===== src/rtl/spi_rom_responder.sv =====
// SPI mode-0 READ target that streams bytes from a byte-wide synchronous memory port on MISO.
// Define FAST_READ_EN to also accept FAST READ (0x0B), which adds 8 dummy clocks after the address.
module spi_rom_responder #(
    parameter int         ADDR_BITS   = 24,
    parameter int         SYNC_STAGES = 2,
    parameter logic [7:0] READ_CMD    = 8'h03
) (
    input  logic                 clk,
    input  logic                 reset,
    input  logic                 spi_cs_n,
    input  logic                 spi_sclk,
    input  logic                 spi_mosi,
    output logic                 spi_miso,
    output logic                 spi_miso_oe,
    output logic [ADDR_BITS-1:0] mem_addr,
    output logic                 mem_rd,
    input  logic [7:0]           mem_data,
    output logic                 active,
    output logic                 bad_cmd
);
    localparam int SHIFT_W = (ADDR_BITS > 8) ? ADDR_BITS : 8;
    localparam int CNT_W   = $clog2(SHIFT_W + 1);
    localparam logic [CNT_W-1:0] LAST_BYTE_BIT = CNT_W'(7);
    localparam logic [CNT_W-1:0] LAST_ADDR_BIT = CNT_W'(ADDR_BITS - 1);

    typedef enum logic [2:0] {
        S_IDLE, S_CMD, S_ADDR, S_DATA, S_IGNORE
`ifdef FAST_READ_EN
        , S_DUMMY
`endif
    } state_t;

    state_t                 state_q, state_d;
    logic [SYNC_STAGES-1:0] cs_sync_q, cs_sync_d;
    logic [SYNC_STAGES-1:0] sclk_sync_q, sclk_sync_d;
    logic [SYNC_STAGES-1:0] mosi_sync_q, mosi_sync_d;
    logic                   sclk_prev_q, sclk_prev_d;
    logic [CNT_W-1:0]       bit_cnt_q, bit_cnt_d;
    logic [SHIFT_W-1:0]     shift_q, shift_d;
    logic [ADDR_BITS-1:0]   mem_addr_q, mem_addr_d;
    logic                   mem_rd_q, mem_rd_d;
    logic                   capture_q, capture_d;
    logic [7:0]             tx_buf_q, tx_buf_d;
    logic                   buf_valid_q, buf_valid_d;
    logic [7:0]             tx_shift_q, tx_shift_d;
    logic                   miso_q, miso_d;
    logic                   miso_oe_q, miso_oe_d;
    logic                   active_q, active_d;
    logic                   bad_cmd_q, bad_cmd_d;
`ifdef FAST_READ_EN
    logic                   fast_q, fast_d;
`endif

    logic               cs_s, sclk_s, mosi_s, sclk_rise, sclk_fall;
    logic [SHIFT_W-1:0] shift_next;

    assign cs_s       = cs_sync_q[SYNC_STAGES-1];
    assign sclk_s     = sclk_sync_q[SYNC_STAGES-1];
    assign mosi_s     = mosi_sync_q[SYNC_STAGES-1];
    assign sclk_rise  = sclk_s & ~sclk_prev_q;
    assign sclk_fall  = ~sclk_s & sclk_prev_q;
    assign shift_next = {shift_q[SHIFT_W-2:0], mosi_s};

    always_comb begin
        state_d     = state_q;
        cs_sync_d   = {cs_sync_q[SYNC_STAGES-2:0], spi_cs_n};
        sclk_sync_d = {sclk_sync_q[SYNC_STAGES-2:0], spi_sclk};
        mosi_sync_d = {mosi_sync_q[SYNC_STAGES-2:0], spi_mosi};
        sclk_prev_d = sclk_s;
        bit_cnt_d   = bit_cnt_q;
        shift_d     = shift_q;
        mem_addr_d  = mem_addr_q;
        mem_rd_d    = 1'b0;
        capture_d   = mem_rd_q;
        tx_buf_d    = tx_buf_q;
        buf_valid_d = buf_valid_q;
        tx_shift_d  = tx_shift_q;
        miso_d      = miso_q;
        bad_cmd_d   = 1'b0;
`ifdef FAST_READ_EN
        fast_d      = fast_q;
`endif
        // Memory data is valid one clk after the strobe; hold it until the next sclk fall.
        if (capture_q) begin
            tx_buf_d    = mem_data;
            buf_valid_d = 1'b1;
        end

        case (state_q)
            S_IDLE: begin
                if (!cs_s) begin
                    state_d   = S_CMD;
                    bit_cnt_d = '0;
                end
            end
            S_CMD: begin
                if (sclk_rise) begin
                    shift_d   = shift_next;
                    bit_cnt_d = bit_cnt_q + 1'b1;
                    if (bit_cnt_q == LAST_BYTE_BIT) begin
                        bit_cnt_d = '0;
                        if (shift_next[7:0] == READ_CMD) begin
                            state_d = S_ADDR;
`ifdef FAST_READ_EN
                        end else if (shift_next[7:0] == 8'h0B) begin
                            state_d = S_ADDR;
                            fast_d  = 1'b1;
`endif
                        end else begin
                            state_d   = S_IGNORE;
                            bad_cmd_d = 1'b1;
                        end
                    end
                end
            end
            S_ADDR: begin
                if (sclk_rise) begin
                    shift_d   = shift_next;
                    bit_cnt_d = bit_cnt_q + 1'b1;
                    if (bit_cnt_q == LAST_ADDR_BIT) begin
                        bit_cnt_d  = '0;
                        mem_addr_d = shift_next[ADDR_BITS-1:0];
`ifdef FAST_READ_EN
                        if (fast_q) begin
                            state_d = S_DUMMY;
                        end else begin
                            state_d  = S_DATA;
                            mem_rd_d = 1'b1;
                        end
`else
                        state_d  = S_DATA;
                        mem_rd_d = 1'b1;
`endif
                    end
                end
            end
`ifdef FAST_READ_EN
            S_DUMMY: begin
                if (sclk_rise) begin
                    bit_cnt_d = bit_cnt_q + 1'b1;
                    if (bit_cnt_q == LAST_BYTE_BIT) begin
                        bit_cnt_d = '0;
                        state_d   = S_DATA;
                        mem_rd_d  = 1'b1;
                    end
                end
            end
`endif
            S_DATA: begin
                if (sclk_fall) begin
                    if (buf_valid_q) begin
                        miso_d      = tx_buf_q[7];
                        tx_shift_d  = {tx_buf_q[6:0], 1'b0};
                        buf_valid_d = 1'b0;
                    end else begin
                        miso_d     = tx_shift_q[7];
                        tx_shift_d = {tx_shift_q[6:0], 1'b0};
                    end
                end
                if (sclk_rise) begin
                    bit_cnt_d = bit_cnt_q + 1'b1;
                    if (bit_cnt_q == LAST_BYTE_BIT) begin
                        bit_cnt_d  = '0;
                        mem_addr_d = mem_addr_q + ADDR_BITS'(1);
                        mem_rd_d   = 1'b1;
                    end
                end
            end
            default: begin
            end
        endcase

        // A deasserted chip select overrides any edge seen on the same clk.
        if (cs_s) begin
            state_d     = S_IDLE;
            bit_cnt_d   = '0;
            shift_d     = '0;
            mem_addr_d  = mem_addr_q;
            mem_rd_d    = 1'b0;
            capture_d   = 1'b0;
            buf_valid_d = 1'b0;
            tx_shift_d  = '0;
            bad_cmd_d   = 1'b0;
`ifdef FAST_READ_EN
            fast_d      = 1'b0;
`endif
        end
        if (state_d != S_DATA) miso_d = 1'b0;
        miso_oe_d = (state_d == S_DATA);
        active_d  = (state_d != S_IDLE);
    end

    always_ff @(posedge clk) begin
        if (reset) begin
            state_q     <= S_IDLE;
            cs_sync_q   <= '1;
            sclk_sync_q <= '0;
            mosi_sync_q <= '0;
            sclk_prev_q <= 1'b0;
            bit_cnt_q   <= '0;
            shift_q     <= '0;
            mem_addr_q  <= '0;
            mem_rd_q    <= 1'b0;
            capture_q   <= 1'b0;
            tx_buf_q    <= '0;
            buf_valid_q <= 1'b0;
            tx_shift_q  <= '0;
            miso_q      <= 1'b0;
            miso_oe_q   <= 1'b0;
            active_q    <= 1'b0;
            bad_cmd_q   <= 1'b0;
`ifdef FAST_READ_EN
            fast_q      <= 1'b0;
`endif
        end else begin
            state_q     <= state_d;
            cs_sync_q   <= cs_sync_d;
            sclk_sync_q <= sclk_sync_d;
            mosi_sync_q <= mosi_sync_d;
            sclk_prev_q <= sclk_prev_d;
            bit_cnt_q   <= bit_cnt_d;
            shift_q     <= shift_d;
            mem_addr_q  <= mem_addr_d;
            mem_rd_q    <= mem_rd_d;
            capture_q   <= capture_d;
            tx_buf_q    <= tx_buf_d;
            buf_valid_q <= buf_valid_d;
            tx_shift_q  <= tx_shift_d;
            miso_q      <= miso_d;
            miso_oe_q   <= miso_oe_d;
            active_q    <= active_d;
            bad_cmd_q   <= bad_cmd_d;
`ifdef FAST_READ_EN
            fast_q      <= fast_d;
`endif
        end
    end

    assign spi_miso    = miso_q;
    assign spi_miso_oe = miso_oe_q;
    assign mem_addr    = mem_addr_q;
    assign mem_rd      = mem_rd_q;
    assign active      = active_q;
    assign bad_cmd     = bad_cmd_q;
endmodule


===== config.mk =====
export PLATFORM = sky130hd
export DESIGN_NAME = spi_rom_responder
export DESIGN_NICKNAME = d
export VERILOG_FILES = /design/src/rtl/spi_rom_responder.sv
export SDC_FILE = /design/constraint.sdc
export NUM_CORES = 1
export LEC_CHECK = 0
export ABC_AREA = 0
export CAP_MARGIN = 30
export CORE_MARGIN = 4
export CORE_UTILIZATION = 57
export CTS_BUF_LIST = sky130_fd_sc_hd__clkbuf_4 sky130_fd_sc_hd__clkbuf_8 sky130_fd_sc_hd__clkbuf_16
export CTS_CLUSTER_DIAMETER = 120
export CTS_CLUSTER_SIZE = 8
export DETAILED_ROUTE_END_ITERATION = 16
export PLACE_DENSITY = 0.91
export SETUP_SLACK_MARGIN = 0.05
export SYNTH_ARGS = -nofsm -noshare
export SYNTH_HDL_FRONTEND = slang
export SYNTH_SLANG_ARGS = --single-unit

===== constraint.sdc =====
create_clock -name clk -period 3.56 [get_ports clk]
set_input_delay 1.068 -clock clk [delete_from_list [all_inputs] [get_ports clk]]
set_output_delay 1.068 -clock clk [all_outputs]
set_load 0.02 [all_outputs]

==> run summary <==
Results of the run.

The number of iterations in the first detailed-routing pass is 5. For this run, asynchronously set or reset flops after synthesis account for 0. After synthesis, the design contains approximately 450 cells according to Yosys. Signal nets in the final route climb as high as met4. The floorplan has 29 rows. Per the post-run analysis, buffers plus inverters along the critical path come to 1.

The transition time at the pin with the least slew margin is slightly above 1 ns. The average vias per placed instance is 6.22. The share of the core area taken by cells at floorplan is 0.594. The initial antenna violation count is 0. The worst setup path is launched from a flop. The fraction of area in multi-input gates is 0.447. The number of flip-flops and latches is 84. The fraction of final layout cells with drive strength greater than 1 is 0.0626. The first global-routing pass estimated ~15000 um of wire.

The combinational share of power is 0.021. Wire segments on met3 add up to ~650 um in the final route. The number of input and output port buffers inserted is 41. Looking at the gate-level netlist, the highest instance count belongs to sky130_fd_sc_hd__dfxtp_1. The largest part of the power goes to sequential cells.

The maximum number of pins on one net before global-route repair is between 40 and 50. By area, the combinational part of the netlist is dominated by simple AND/OR/NAND/NOR gates. met3 track demand over resource after global routing is 0.0442. Cell internal power was estimated by the tool at around 1.3 mW. The net count after synthesis is 463. Counting flops with a built-in enable in the synthesized netlist gives 0.

The largest fanout on the critical path is 8. The launching element of the worst setup path is mem_addr[11]. The I/O pin total is roughly 42.

The met2 track demand over resource in global routing is 0.364. Multi-input combinational cells in the finished layout were counted as between 300 and 400. The clock tree has to reach between 80 and 90 sinks. met1 track demand over resource after global routing is 0.309. Measured against the total synthesized area, the mux share comes to 0.102. The run finished with clean final reports.

The register with the most flip-flops in the layout has 24 of them. The fraction of the mapped netlist area in compound gates is 0.158. The switching share of power is 0.232.

Looking at the clock tree report, the root buffer type is sky130_fd_sc_hd__clkbuf_8. The routed layout has around 3500 vias. Subtracting the final worst setup slack from the clock period gives 2.63 ns. Across all stage logs, warnings added up to 26. Each instance of the synthesized netlist takes up on average between 8 and 9 sq um. The cell-mix breakdown from Yosys lists the adder-cell area share as 0.00656.

The area after detailed placement is between 4000 and 5000 sq um. The required time at the worst endpoint is listed as 2.49 ns. The total clock network power is between 600 and 700 uW. In the synthesized netlist, the cells that appear most often are 84 x sky130_fd_sc_hd__dfxtp_1, 69 x sky130_fd_sc_hd__nor2_1, 39 x sky130_fd_sc_hd__mux2i_1. Counting the clock-network buffers in the layout gives 9. After filler insertion, the fill cell instance count of the layout stands at 485. Per the detail_route log, met2 wirelength is roughly 4300 um.

The ratio of total power to cell area is ~380 nW/um^2. The sequential fraction of the synthesis area is 0.441. The clock-pin transition on the worst setup and hold timing paths is ~0.10 ns. The reported leakage power is approximately 1.6 nW. Per the synthesis report, the XOR/XNOR share of the synthesized area is 0.00919. The main area contributors are sky130_fd_sc_hd__dfxtp_1 44%, sky130_fd_sc_hd__mux2i_1 10%, sky130_fd_sc_hd__nor2_1 6.8%, sky130_fd_sc_hd__a21oi_1 3.8%, sky130_fd_sc_hd__nand2_1 3.1%. The worst reg-to-reg setup slack is ~1.1 ns. According to the Yosys statistics, the synthesized design has a chip area of 3810 sq um.

In the setup report, the worst path falls into the class flop to primary output. The relative area of clock buffers and inverters in the final design is 0.0449. After the first detailed-routing iteration, the DRC count stood at roughly 340. Counting cells, the worst reg-to-reg path comes to 6.

The final timing summary puts the cycle share of the worst path at 0.738.
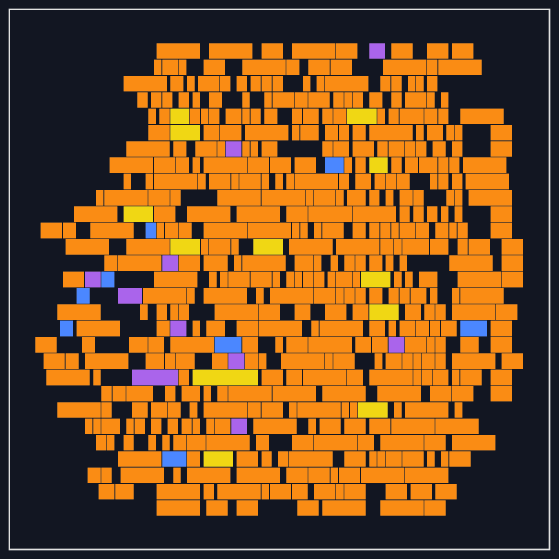
Fig. 1. Sizing map.
Scale: 6 px per um.
| colour | size | cells |
|---|---|---|
| purple | x3 and x4 | 10 |
| yellow | x6 and larger | 12 |
| blue | x2 | 8 |
| orange | x1 and smaller | 449 |
number of non-clock buffers: 46
finished layout cell area: 4440 sq um

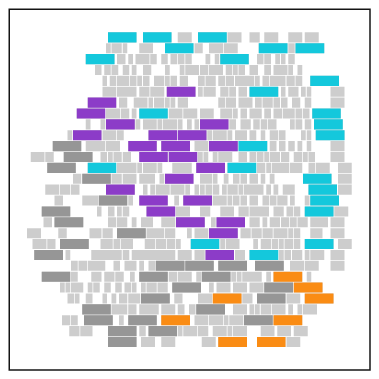
Fig. 2. Sequential cells grouped by signal name.
Scale: 4 px per um. Other sequential cells in the stronger grey, the rest of the logic in the fainter grey.
| colour | netlist name | sequential cells |
|---|---|---|
| purple | shift_q | 23 |
| cyan | mem_addr | 24 |
| orange | tx_buf_q | 8 |
not coloured: 29
flop share of the area: 0.379
Flop+latch power: 945 uW
utilization after layout: 0.691
area used by sequential logic in the layout: 1680 sq um

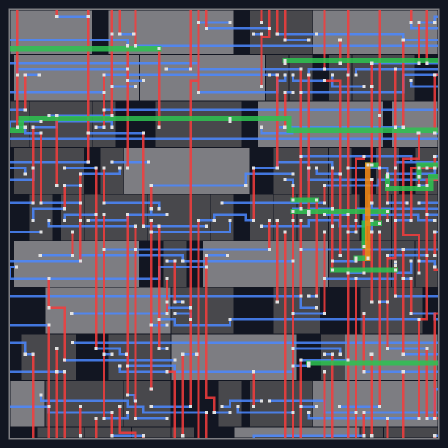
Fig. 3. Close-up of the layout.
Region (32, 32) to (57, 57) um. Cells in grey, sequential cells in the stronger grey; small squares are vias.
| colour | layer |
|---|---|
| red | M2 |
| blue | M1 |
| orange | M4 |
| green | M3 |
cells with their middle in the window: 53
netlist names of flops here include: shift_q (13)
most frequent: dfxtp_1 (13), nor2_1 (12), mux2i_1 (10)
sequential cells in the window: 13

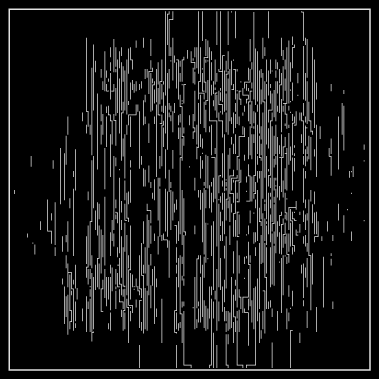
Fig. 4. Met2 routing.
Scale: 4 px per um.
longest straight run: 31.3 um
main direction: vertical
share of all routed wire: 47%
nets with wire on the layer: 413
wire length on this layer: 4330 um

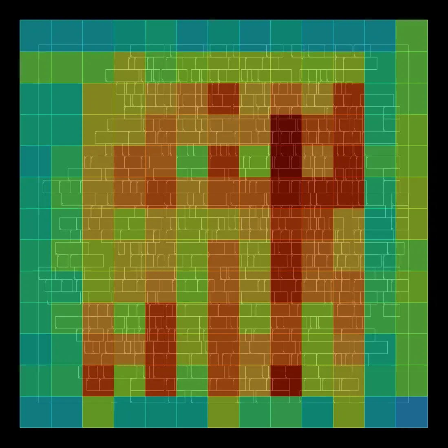
Fig. 5. Track usage over the die.
global router's overall resource usage: 0.228
post-DR wirelength/cell: 16.6 um

Power figures rest on the tool's default switching activity, not on a simulated workload.
